## src/rtl/mem_arb_pkg.sv

```systemverilog
// Shared definitions for the two-master RAM arbiter: command encoding and FSM states.
// Command values must stay identical to the CPU's mem_cmd encoding.
package mem_arb_pkg;

    localparam logic [1:0] MNONE  = 2'b00;
    localparam logic [1:0] MREAD  = 2'b01;
    localparam logic [1:0] MWRITE = 2'b10;

    typedef enum logic [1:0] {
        IDLE   = 2'b00,
        ACCESS = 2'b01,
        WAIT   = 2'b10,
        ACK    = 2'b11
    } state_e;

    // Encoding 11 is a no-op; the top address bit routes to the I/O decoder instead.
    function automatic logic is_ram_req(input logic [1:0] cmd, input logic space_bit);
        return ((cmd == MREAD) || (cmd == MWRITE)) && !space_bit;
    endfunction

endpackage

```

## src/rtl/mem_arb_rr.sv

```systemverilog
// Combinational 2-way round-robin picker for the RAM arbiter.
// MEM_ARB_FIXED_PRIO_EN makes master 0 win every tie and ignores last_grant.
module mem_arb_rr (
    input  logic [1:0] req_i,
    input  logic       last_grant_i,
    output logic       grant_valid_o,
    output logic       grant_id_o
);

`ifdef MEM_ARB_FIXED_PRIO_EN
    logic unused_last_grant;
    assign unused_last_grant = last_grant_i;
`endif

    always_comb begin
        grant_valid_o = |req_i;
        grant_id_o    = 1'b0;
        if (req_i == 2'b10) begin
            grant_id_o = 1'b1;
        end else if (req_i == 2'b11) begin
`ifdef MEM_ARB_FIXED_PRIO_EN
            grant_id_o = 1'b0;
`else
            grant_id_o = ~last_grant_i;
`endif
        end
    end

endmodule

```

## src/rtl/mem_arbiter.sv

```systemverilog
// Two-master arbiter/sequencer for the shared 256x16 single-port RAM.
// Tie-break policy is selected by MEM_ARB_FIXED_PRIO_EN (see mem_arb_rr).
module mem_arbiter
    import mem_arb_pkg::*;
#(
    parameter int ADDR_W = 9,
    parameter int DATA_W = 16
) (
    input  logic              clk,
    input  logic              reset,
    input  logic [1:0]        m0_cmd,
    input  logic [ADDR_W-1:0] m0_addr,
    input  logic [DATA_W-1:0] m0_wdata,
    output logic              m0_ack,
    input  logic [1:0]        m1_cmd,
    input  logic [ADDR_W-1:0] m1_addr,
    input  logic [DATA_W-1:0] m1_wdata,
    output logic              m1_ack,
    output logic [DATA_W-1:0] rdata,
    output logic [ADDR_W-2:0] ram_addr,
    output logic              ram_write,
    output logic [DATA_W-1:0] ram_din,
    input  logic [DATA_W-1:0] ram_dout,
    output logic [1:0]        dbg_state_o
);

    // Handshake: a master holds cmd/addr/wdata until its ack, which is a single-cycle
    // pulse; rdata is valid during that cycle and may change again only on a later read.
    state_e              state_q, state_d;
    logic                last_grant_q, last_grant_d;
    logic                win_id_q, win_id_d;
    logic [ADDR_W-2:0]   addr_q, addr_d;
    logic [DATA_W-1:0]   wdata_q, wdata_d;
    logic                write_q, write_d;
    logic [DATA_W-1:0]   rdata_q, rdata_d;

    logic [1:0] req;
    logic       grant_valid;
    logic       grant_id;

    assign req[0] = is_ram_req(m0_cmd, m0_addr[ADDR_W-1]);
    assign req[1] = is_ram_req(m1_cmd, m1_addr[ADDR_W-1]);

    mem_arb_rr u_rr (
        .req_i         (req),
        .last_grant_i  (last_grant_q),
        .grant_valid_o (grant_valid),
        .grant_id_o    (grant_id)
    );

    always_comb begin
        state_d      = state_q;
        last_grant_d = last_grant_q;
        win_id_d     = win_id_q;
        addr_d       = addr_q;
        wdata_d      = wdata_q;
        write_d      = write_q;
        rdata_d      = rdata_q;
        case (state_q)
            IDLE: begin
                if (grant_valid) begin
                    win_id_d     = grant_id;
                    last_grant_d = grant_id;
                    addr_d       = grant_id ? m1_addr[ADDR_W-2:0] : m0_addr[ADDR_W-2:0];
                    wdata_d      = grant_id ? m1_wdata : m0_wdata;
                    write_d      = grant_id ? (m1_cmd == MWRITE) : (m0_cmd == MWRITE);
                    state_d      = ACCESS;
                end
            end
            ACCESS:  state_d = write_q ? ACK : WAIT;
            WAIT: begin
                rdata_d = ram_dout;
                state_d = ACK;
            end
            ACK:     state_d = IDLE;
            default: state_d = IDLE;
        endcase
    end

    always_ff @(posedge clk) begin
        if (!reset) begin
            state_q      <= IDLE;
            last_grant_q <= 1'b1;
            win_id_q     <= 1'b0;
            addr_q       <= '0;
            wdata_q      <= '0;
            write_q      <= 1'b0;
            rdata_q      <= '0;
        end else begin
            state_q      <= state_d;
            last_grant_q <= last_grant_d;
            win_id_q     <= win_id_d;
            addr_q       <= addr_d;
            wdata_q      <= wdata_d;
            write_q      <= write_d;
            rdata_q      <= rdata_d;
        end
    end

    // Gating with reset keeps a write from landing in the cycle that aborts it.
    assign ram_write   = (state_q == ACCESS) & write_q & reset;
    assign ram_addr    = addr_q;
    assign ram_din     = wdata_q;
    assign rdata       = rdata_q;
    assign m0_ack      = (state_q == ACK) & ~win_id_q;
    assign m1_ack      = (state_q == ACK) & win_id_q;
    assign dbg_state_o = state_q;

endmodule

```

## config.mk

```make
export PLATFORM = sky130hd
export DESIGN_NAME = mem_arbiter
export DESIGN_NICKNAME = d
export VERILOG_FILES = /design/src/rtl/mem_arb_pkg.sv /design/src/rtl/mem_arb_rr.sv /design/src/rtl/mem_arbiter.sv
export SDC_FILE = /design/constraint.sdc
export NUM_CORES = 1
export LEC_CHECK = 0
export CORE_MARGIN = 4
export CORE_UTILIZATION = 38
export CTS_CLUSTER_DIAMETER = 150
export CTS_CLUSTER_SIZE = 12
export DETAILED_ROUTE_END_ITERATION = 10
export PLACE_DENSITY_LB_ADDON = 0.12
export RECOVER_POWER = 25
export SLEW_MARGIN = 20
export SYNTH_ARGS = -nofsm -noshare
export SYNTH_HDL_FRONTEND = slang
export SYNTH_SLANG_ARGS = --single-unit
```

## constraint.sdc

```tcl
create_clock -name clk -period 2.3 [get_ports clk]
set_clock_uncertainty 0.05 [all_clocks]
set_input_delay 0.46 -clock clk [delete_from_list [all_inputs] [get_ports clk]]
set_output_delay 0.46 -clock clk [all_outputs]
set_load 0.01 [all_outputs]
```

**Register map, names as in the netlist**

Scale bar: 20 µm. Other sequential cells in the stronger gray, the rest of the logic in the fainter gray.
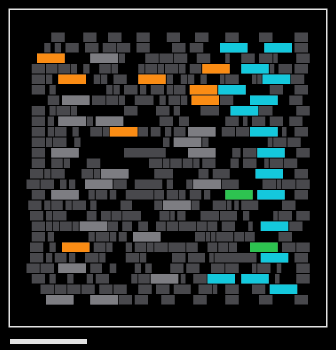
[green] `dbg_state_o` | flops: 2
[orange] `ram_addr` | flops: 8
[cyan] `rdata` | flops: 16
flop share of the area: 25.5%
Final Util: 67.8%
Register Area: 901 µm²

**Gate-type map**

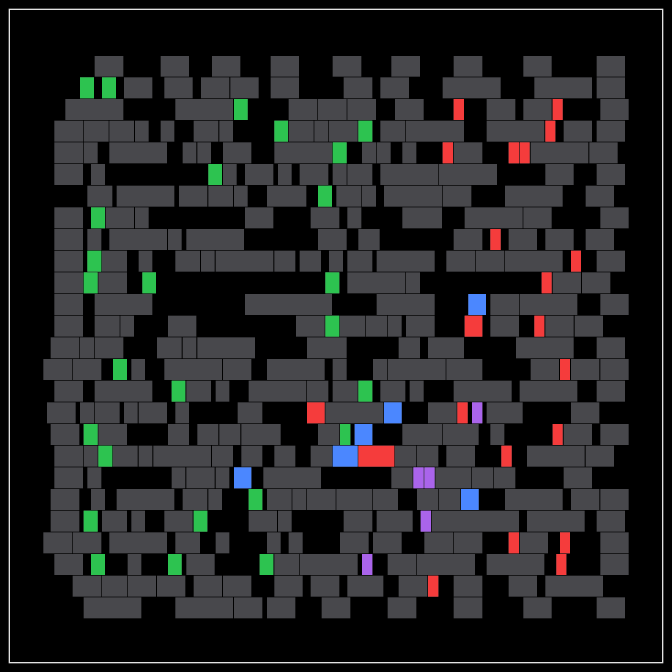
[red] NOR gates | cells: 21 | most used: nor2_1
[green] NAND gates | cells: 26 | most used: nand3_1
[blue] AND and OR gates | cells: 6
[purple] inverters | cells: 5 | most used: inv_1
Commonest Layout Cell: clkdlybuf4s50_1
Non-Filler Instances: 423
Comb/total area: 29.7%

**Clock distribution**

Scale bar: 20 µm.
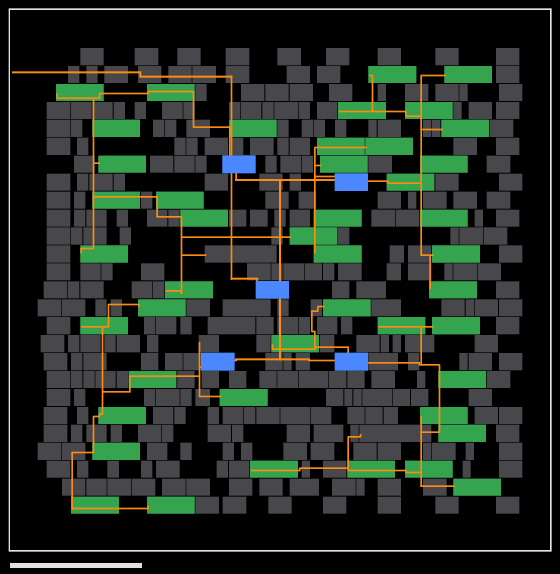
[green] flip-flops | count: 45
[orange] clock wires | length: 564 µm
[blue] clock drivers | count: 5
routed clock nets: 6
Clock net power: 0.722 mW
Clk pwr share: 21.0%
Latency at later pin: 290 ps

**Routing congestion map**

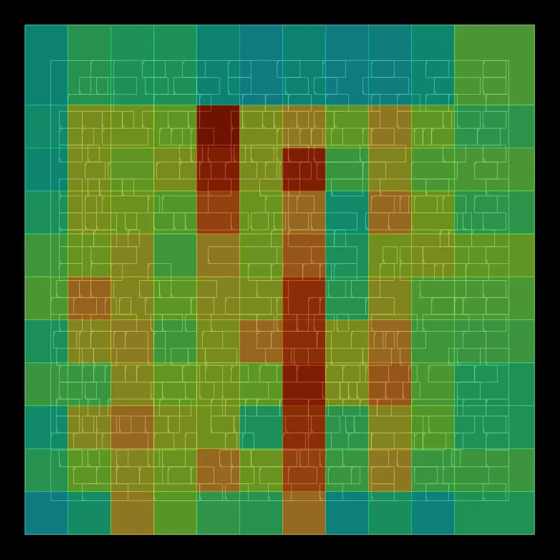
met2 Track Usage GR: 35.3%
detailed-route wire length per cell: 15.2 µm
met1 Usage GRT: 20.4%
met3 Usage GRT: 5.81%
GRT Max-Usage Layer: met2

==> flow_metrics.py <==
# Physical implementation metrics
metrics = {
    "yosys": {
        "yosys.cell_count.top_type": "dfxtp_1",
        "synthSimpleGateAreaFrac_pct": 12.5,
        "edf_count": 0,
        "synth_seq_share_pct": 43.5,
        "synth.cellmix.compoundShare_pct": 25.5,
        "yosysTopAreaCell": "dfxtp_1",
        "netlist-cell-type-count": 24,
    },
    "clock_tree": {
        "cts_inserted_buffers": 5,
        "cts.repair.resized": 0,
        "cts_sinks": 45,
        "post_cts_buffers": 0,
        "cts.clk_slew.worst_paths_ps": 90,
        "cts_tree": "done",
    },
    "layout": {
        "nFillCells": 454,
        "logic_gate_count": 159,
        "syn2layout_area_growth_pct": 70.1,
        "drive_gt1_share_pct": 8.78,
    },
    "worst_setup_path": {
        "reg2reg_depth": 5,
        "r2r_end": "rdata[15]",
        "rrSetupSlack_ps": 710,
        "path_max_fanout": 5,
        "start_kind": "register",
    },
    "placed_design": {
        "dp.cells": 415,
        "gp_congestion": 0.833,
    },
    "detailed_routing": {
        "drcViolationCount": 0,
        "highest_layer": "met4",
        "vias": 2232,
    },
    "global_routing": {
        "grt_pass1_vias": 2188,
    },
    "timing": {
        "tightest_slew_ps": 527,
    },
    "status": {
        "outcome": "finished, final reports clean",
    },
    "min_path": {
        "hp-class": "reg -> reg",
    },
    "floorplanning": {
        "chipWidth_um": 81.9,
    },
}
No activity file was given, so power comes from the tool's default toggle rates.
